**Cell placement**

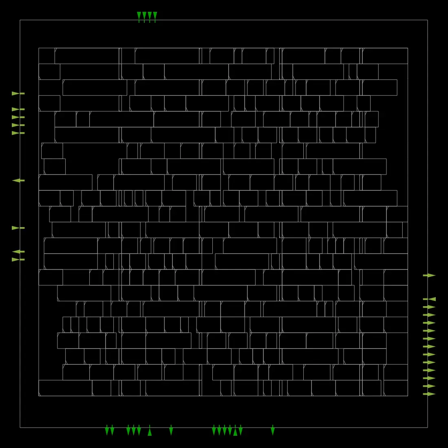
**Port wiring**

The bar under the picture is 20 um long.
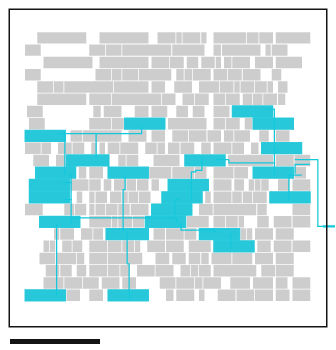
**Metal layers overlaid**

Two of the layers only.
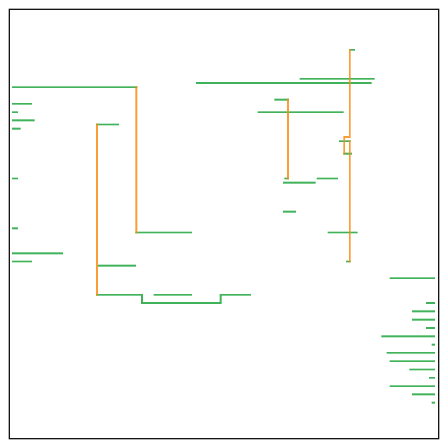
**Sequential cells grouped by signal name**

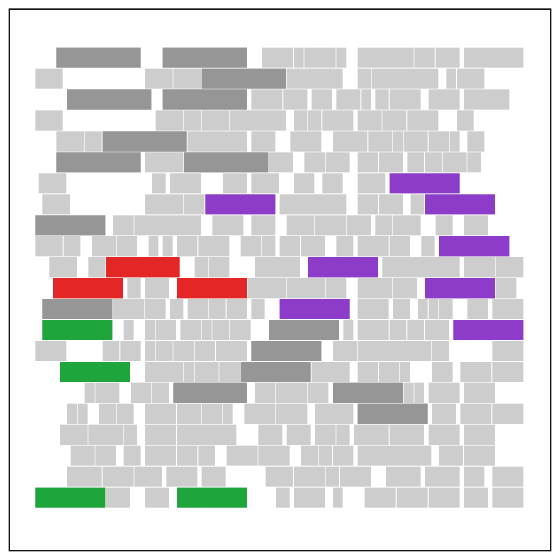
**Signal wires on met2**

The bar under the picture is 20 um long.
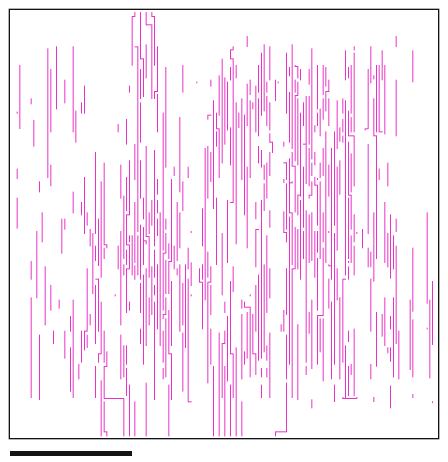
### config.mk
export PLATFORM = sky130hd
export DESIGN_NAME = pe_sequencer
export DESIGN_NICKNAME = d
export VERILOG_FILES = /design/src/rtl/pe_seq_pkg.sv /design/src/rtl/pe_seq_counter.sv /design/src/rtl/pe_sequencer.sv
export SDC_FILE = /design/constraint.sdc
export NUM_CORES = 1
export LEC_CHECK = 0
export CAP_MARGIN = 10
export CORE_MARGIN = 3
export CORE_UTILIZATION = 45
export CTS_CLUSTER_DIAMETER = 40
export CTS_CLUSTER_SIZE = 24
export DETAILED_ROUTE_END_ITERATION = 7
export PLACE_DENSITY_LB_ADDON = 0.05
export SLEW_MARGIN = 20
export SYNTH_ARGS = -nofsm -noshare
export SYNTH_HDL_FRONTEND = slang
export SYNTH_SLANG_ARGS = --single-unit
### constraint.sdc
create_clock -name clk -period 1.9 [get_ports clk]
set_clock_uncertainty 0.1 [all_clocks]
set_input_delay 0.57 -clock clk [delete_from_list [all_inputs] [get_ports clk]]
set_output_delay 0.57 -clock clk [all_outputs]
set_load 0.005 [all_outputs]
### src/rtl/pe_seq_pkg.sv
// Shared types and constants for the processing-element sequencer.
// The kernel geometry and the filter-buffer write-mask helper live here.
package pe_seq_pkg;

  localparam int KERNEL_SIZE = 16;
  localparam int LOAD_WIDTH  = 4;
  localparam int LOAD_BEATS  = KERNEL_SIZE / LOAD_WIDTH;
  localparam int SEL_W       = $clog2(KERNEL_SIZE);
  localparam int WIN_W       = 8;
  localparam int BEAT_W      = $clog2(LOAD_BEATS);

  typedef enum logic [2:0] {
    S_IDLE,
    S_LOAD,
    S_CLEAR,
    S_ACC,
    S_DRAIN,
    S_FIN
  } state_t;

  // One contiguous group of LOAD_WIDTH enables, positioned by the beat index.
  function automatic logic [KERNEL_SIZE-1:0] load_mask(input logic [BEAT_W-1:0] beat);
    logic [KERNEL_SIZE-1:0] base;
    base = {{(KERNEL_SIZE-LOAD_WIDTH){1'b0}}, {LOAD_WIDTH{1'b1}}};
    return base << (LOAD_WIDTH * int'(beat));
  endfunction

endpackage

### src/rtl/pe_seq_counter.sv
// Generic up-counter with synchronous clear, count enable and terminal-count flag.
// Clear has priority over enable, so callers can wrap to zero on the terminal event.
module pe_seq_counter #(
  parameter int W = 4
) (
  input  logic         clk,
  input  logic         rst_n,
  input  logic         clr,
  input  logic         en,
  input  logic [W-1:0] last,
  output logic [W-1:0] count,
  output logic         at_last
);

  always_ff @(posedge clk or negedge rst_n) begin
    if (!rst_n) begin
      count <= '0;
    end else if (clr) begin
      count <= '0;
    end else if (en) begin
      count <= count + W'(1);
    end
  end

  assign at_last = (count == last);

endmodule

### src/rtl/pe_sequencer.sv
// Sequencer for one processing element: loads a 16-tap kernel into the filter buffer,
// then runs num_windows MAC windows (clear, 16 accumulates, drain) reusing that kernel.
module pe_sequencer
  import pe_seq_pkg::*;
(
  input  logic                   clk,
  input  logic                   rst_n,
  input  logic                   start,
  input  logic [WIN_W-1:0]       num_windows,
  input  logic                   abort,
  input  logic                   filt_valid,
  output logic                   filt_ready,
  output logic [KERNEL_SIZE-1:0] en1,
  output logic [SEL_W-1:0]       sel,
  output logic                   data_req,
  input  logic                   data_valid,
  output logic                   en2,
  output logic                   rst2,
  output logic                   out_valid,
  output logic                   busy,
  output logic                   done
);

  state_t state, state_n;

  logic [WIN_W-1:0]  nw_q;
  logic [BEAT_W-1:0] beat;
  logic              beat_last;
  logic [SEL_W-1:0]  tap;
  logic              tap_last;
  logic [WIN_W-1:0]  win;
  logic              win_last;
  logic              unused_win;

  logic busy_q, done_q, ready_q, req_q, clr_q, drain_q;
  logic start_acc, abort_act, load_fire, acc_fire, drain_go;

  assign start_acc = (state == S_IDLE) && start;
  assign abort_act = abort && (state != S_IDLE);
  // Abort outranks both handshakes in the same cycle.
  assign load_fire = ready_q && filt_valid && !abort_act;
  assign acc_fire  = req_q && data_valid && !abort_act;
  assign drain_go  = drain_q && !abort_act;

  always_ff @(posedge clk) begin
    if (start_acc) begin
      nw_q <= num_windows;
    end
  end

  pe_seq_counter #(.W(BEAT_W)) u_beat_cnt (
    .clk     (clk),
    .rst_n   (rst_n),
    .clr     (abort_act || start_acc || (load_fire && beat_last)),
    .en      (load_fire),
    .last    (BEAT_W'(LOAD_BEATS - 1)),
    .count   (beat),
    .at_last (beat_last)
  );

  pe_seq_counter #(.W(SEL_W)) u_tap_cnt (
    .clk     (clk),
    .rst_n   (rst_n),
    .clr     (abort_act || (acc_fire && tap_last)),
    .en      (acc_fire),
    .last    (SEL_W'(KERNEL_SIZE - 1)),
    .count   (tap),
    .at_last (tap_last)
  );

  // Window terminal is num_windows-1 before the DRAIN increment; a zero count never reaches DRAIN.
  pe_seq_counter #(.W(WIN_W)) u_win_cnt (
    .clk     (clk),
    .rst_n   (rst_n),
    .clr     (abort_act || start_acc || (drain_go && win_last)),
    .en      (drain_go),
    .last    (nw_q - WIN_W'(1)),
    .count   (win),
    .at_last (win_last)
  );

  assign unused_win = ^win;

  always_comb begin
    state_n = state;
    case (state)
      S_IDLE: begin
        if (start) begin
          state_n = (num_windows == '0) ? S_FIN : S_LOAD;
        end
      end
      S_LOAD: begin
        if (abort_act) begin
          state_n = S_IDLE;
        end else if (load_fire && beat_last) begin
          state_n = S_CLEAR;
        end
      end
      S_CLEAR: begin
        state_n = abort_act ? S_IDLE : S_ACC;
      end
      S_ACC: begin
        if (abort_act) begin
          state_n = S_IDLE;
        end else if (acc_fire && tap_last) begin
          state_n = S_DRAIN;
        end
      end
      S_DRAIN: begin
        if (abort_act) begin
          state_n = S_IDLE;
        end else begin
          state_n = win_last ? S_FIN : S_CLEAR;
        end
      end
      S_FIN: begin
        state_n = S_IDLE;
      end
      default: begin
        state_n = S_IDLE;
      end
    endcase
  end

  // Moore flags are decoded from the next state so they come straight off flops.
  always_ff @(posedge clk or negedge rst_n) begin
    if (!rst_n) begin
      state   <= S_IDLE;
      busy_q  <= 1'b0;
      done_q  <= 1'b0;
      ready_q <= 1'b0;
      req_q   <= 1'b0;
      clr_q   <= 1'b0;
      drain_q <= 1'b0;
    end else begin
      state   <= state_n;
      busy_q  <= (state_n != S_IDLE);
      done_q  <= (state_n == S_FIN);
      ready_q <= (state_n == S_LOAD);
      req_q   <= (state_n == S_ACC);
      clr_q   <= (state_n == S_CLEAR);
      drain_q <= (state_n == S_DRAIN);
    end
  end

  assign filt_ready = ready_q;
  assign en1        = load_fire ? load_mask(beat) : '0;
  assign data_req   = req_q;
  assign sel        = req_q ? tap : '0;
  assign en2        = acc_fire;
  assign rst2       = clr_q || abort_act;
  assign out_valid  = drain_go;
  assign busy       = busy_q;
  assign done       = done_q;

endmodule

==> qor.csv <==
metric,value,unit
Post-Syn Area per Cell,10.3,um2
critical path class,reg2out,
Startpoint Class,flip-flop,
initial antenna violation count,0,
Synth Seq Share,44.1,%
die area,0.00491,mm2
Initial Util,48.7,%
drt first pass iters,4,
"Max FO, Critical Path",4,
fin worst setup slack,-0.403,ns
"area share, top type",31.1,%
Bufs on Longest Clock Path,2,
drt wl/cell,17.3,um
Cell variety after synth,44,
Core Box Area,0.00380,mm2
DRC,0,
fillcell total,218,
violated checks,negative setup slack,
vias in the first global route,1694,
gpl congestion,0.796,
worst path cell trace,"o31a_1, nor2_4, and2_4, buf_6, buf_6, buf_6",
"most used cell, CP",buf_6,
setup violators final,32,
largest cells by area after synthesis,"dfrtp_1 31%, edfxtp_1 13%, buf_4 4.9%",
normalized max-slew margin,73.0,%
max cap viols,0,
Post-Layout Inst Area,0.00308,mm2
post-route ant nets,0,
chip width,70.1,um
clk sink count,31,
yosys stat cell total,179,
CTS Buf Count,5,
Yosys Warn Count,0,
# placed instances,281,
GRT Overall Usage,21.0,%
"top cells by count, synth","23 x dfrtp_1, 14 x nor2_1, 12 x buf_4",
die height,70.1,um
Log Warnings,31,
synthesized area,0.00185,mm2
Clock Pin Slew Worst Setup and Hold Paths,0.07,ns
status,"complete, but fails checks",
worst skew pair latency,0.29,ns
"Data arrival, critical path",1.63,ns
About 'cell placement':
Seq/total area: 26.6%
Core Rows: 22
Seq cells: 31
Tap Cells: 48

About 'port wiring':
| colour | port | bits | direction | edge | end cells | buffers | wire |
|---|---|---|---|---|---|---|---|
| cyan | `rst_n` | 1 | input | right | 23 | 2 | 214 um |

About 'metal layers overlaid':
| colour | layer | wire length |
|---|---|---|
| green | M3 | 223 um |
| orange | M4 | 102 um |

About 'sequential cells grouped by signal name':
| colour | name in the netlist | placed flops |
|---|---|---|
| green | `u_tap_cnt.count` | 4 |
| purple | `u_win_cnt.count` | 8 |
| red | `state` | 3 |
Seq. cell area: 818 um2
Finished Core Util: 81.1%
P_seq: 0.000766 W

About 'signal wires on met2':
share of all routed wire: 52%
main direction: vertical
via count: 1722
final wirelength: 5540 um
met2 GRT Util: 37.1%

worst paths after layout:
path	end	slack [ns]	start	cells past startpoint
worst max-delay path	en1[7]	-0.40	state[2]$_DFF_PN0_	6
worst min-delay path	u_tap_cnt.count[3]$_DFFE_PN0P_	0.48	u_tap_cnt.count[3]$_DFFE_PN0P_	2
worst max register to register	u_win_cnt.count[6]$_DFFE_PN0P_	-0.24	nw_q[5]$_DFFE_PP_	6
worst min register to register	u_tap_cnt.count[3]$_DFFE_PN0P_	0.48	u_tap_cnt.count[3]$_DFFE_PN0P_	2
max in group asynchronous	data_req$_DFF_PN0_	0.88	rst_n	2
min in group asynchronous	u_win_cnt.count[2]$_DFFE_PN0P_	0.54	rst_n	2
metal layers:
metal	global-route usage [%]	wire length [um]
met5	0	0
met4	7.45	102
met3	3.88	223
met2	37.1	2890
met1	25.3	2320
flip-flops by register name (all words and copies together) (netlist names), 2 cells and up:
name / flops
nw_q: 8
u_win_cnt.count: 8
u_tap_cnt.count: 4
state: 3
u_beat_cnt.count: 2
final cells by class:
type / count / share of cell area [%]
multi-input cells: 126 / 36.0
repair buffers: 101 / 31.9
flip-flops and latches: 31 / 26.6
clock buffers: 5 / 2.23
well taps: 48 / 1.95
inverters: 6 / 0.731
clock inverters: 3 / 0.650
metrics by stage:
step / worst slack, ns / hold slack [ns] / setup TNS, ns
after detailed placement: -0.874 / 0.450 / -22.54
after floorplan: 0.00521 / 0.174 / 0
final: -0.403 / 0.479 / -8.37
after global placement: -0.854 / 0.452 / -21.89
after CTS: -0.408 / 0.469 / -6.88
after global routing: -0.467 / 0.534 / -10.40
cell usage in the layout, fill, tap and decap left out, drive strengths merged, types with 3 or more instances in the layout:
master and count:
nor2 14, ha 7, buf 80, nand2b 8, nor3 11, nand4 6, dlygate4sd2 4, xor2 10
nor2b 3, and3 6, clkdlybuf4s50 13, nor4 4, clkbuf 6, nand2 6, and2 9, edfxtp 8
inv 6, dfrtp 23, xnor2 6, a21oi 10
worst max-delay path, delay by kind of cell (launching register included):
family                 cells  cell delay [ns]
AOI/OAI and AO/OA          1             0.33
buffers and inverters      3             0.27
and+or+nand+nor            2             0.31
DFF                        1             0.43
what timing repair did:
action                     in CTS  in global routing
hold buffers                    0                  0
gates resized                 139                 30
setup endpoints to repair      39                 36
buffers inserted               22                 14
pin swaps                      30                 18
cell families (layout without fill, tap and decap cells):
group | count (synthesis) | in the layout | synth area share [%]
flip-flops | 31 | 31 | 44.1
adder cells (fa/ha/maj) | 7 | 7 | 4.74
XOR/XNOR | 16 | 16 | 7.58
buffers and inverters | 22 | 115 | 7.04
AND-OR/OR-AND | 23 | 23 | 9.13
multiplexers | 1 | 1 | 0.541
AND/OR/NAND/NOR | 79 | 79 | 26.9
report_power, final:
part / total [W] / switching (W) / leakage [nW] / internal [W]
combinational: 0.000607 / 0.000279 / 0.980 / 0.000328
clock: 0.000523 / 0.000269 / 0.0402 / 0.000255
sequential: 0.000766 / 0.0000376 / 0.386 / 0.000728
total: 0.00190 / 0.000585 / 1.41 / 0.00131
No activity file was given, so power comes from the tool's default toggle rates.
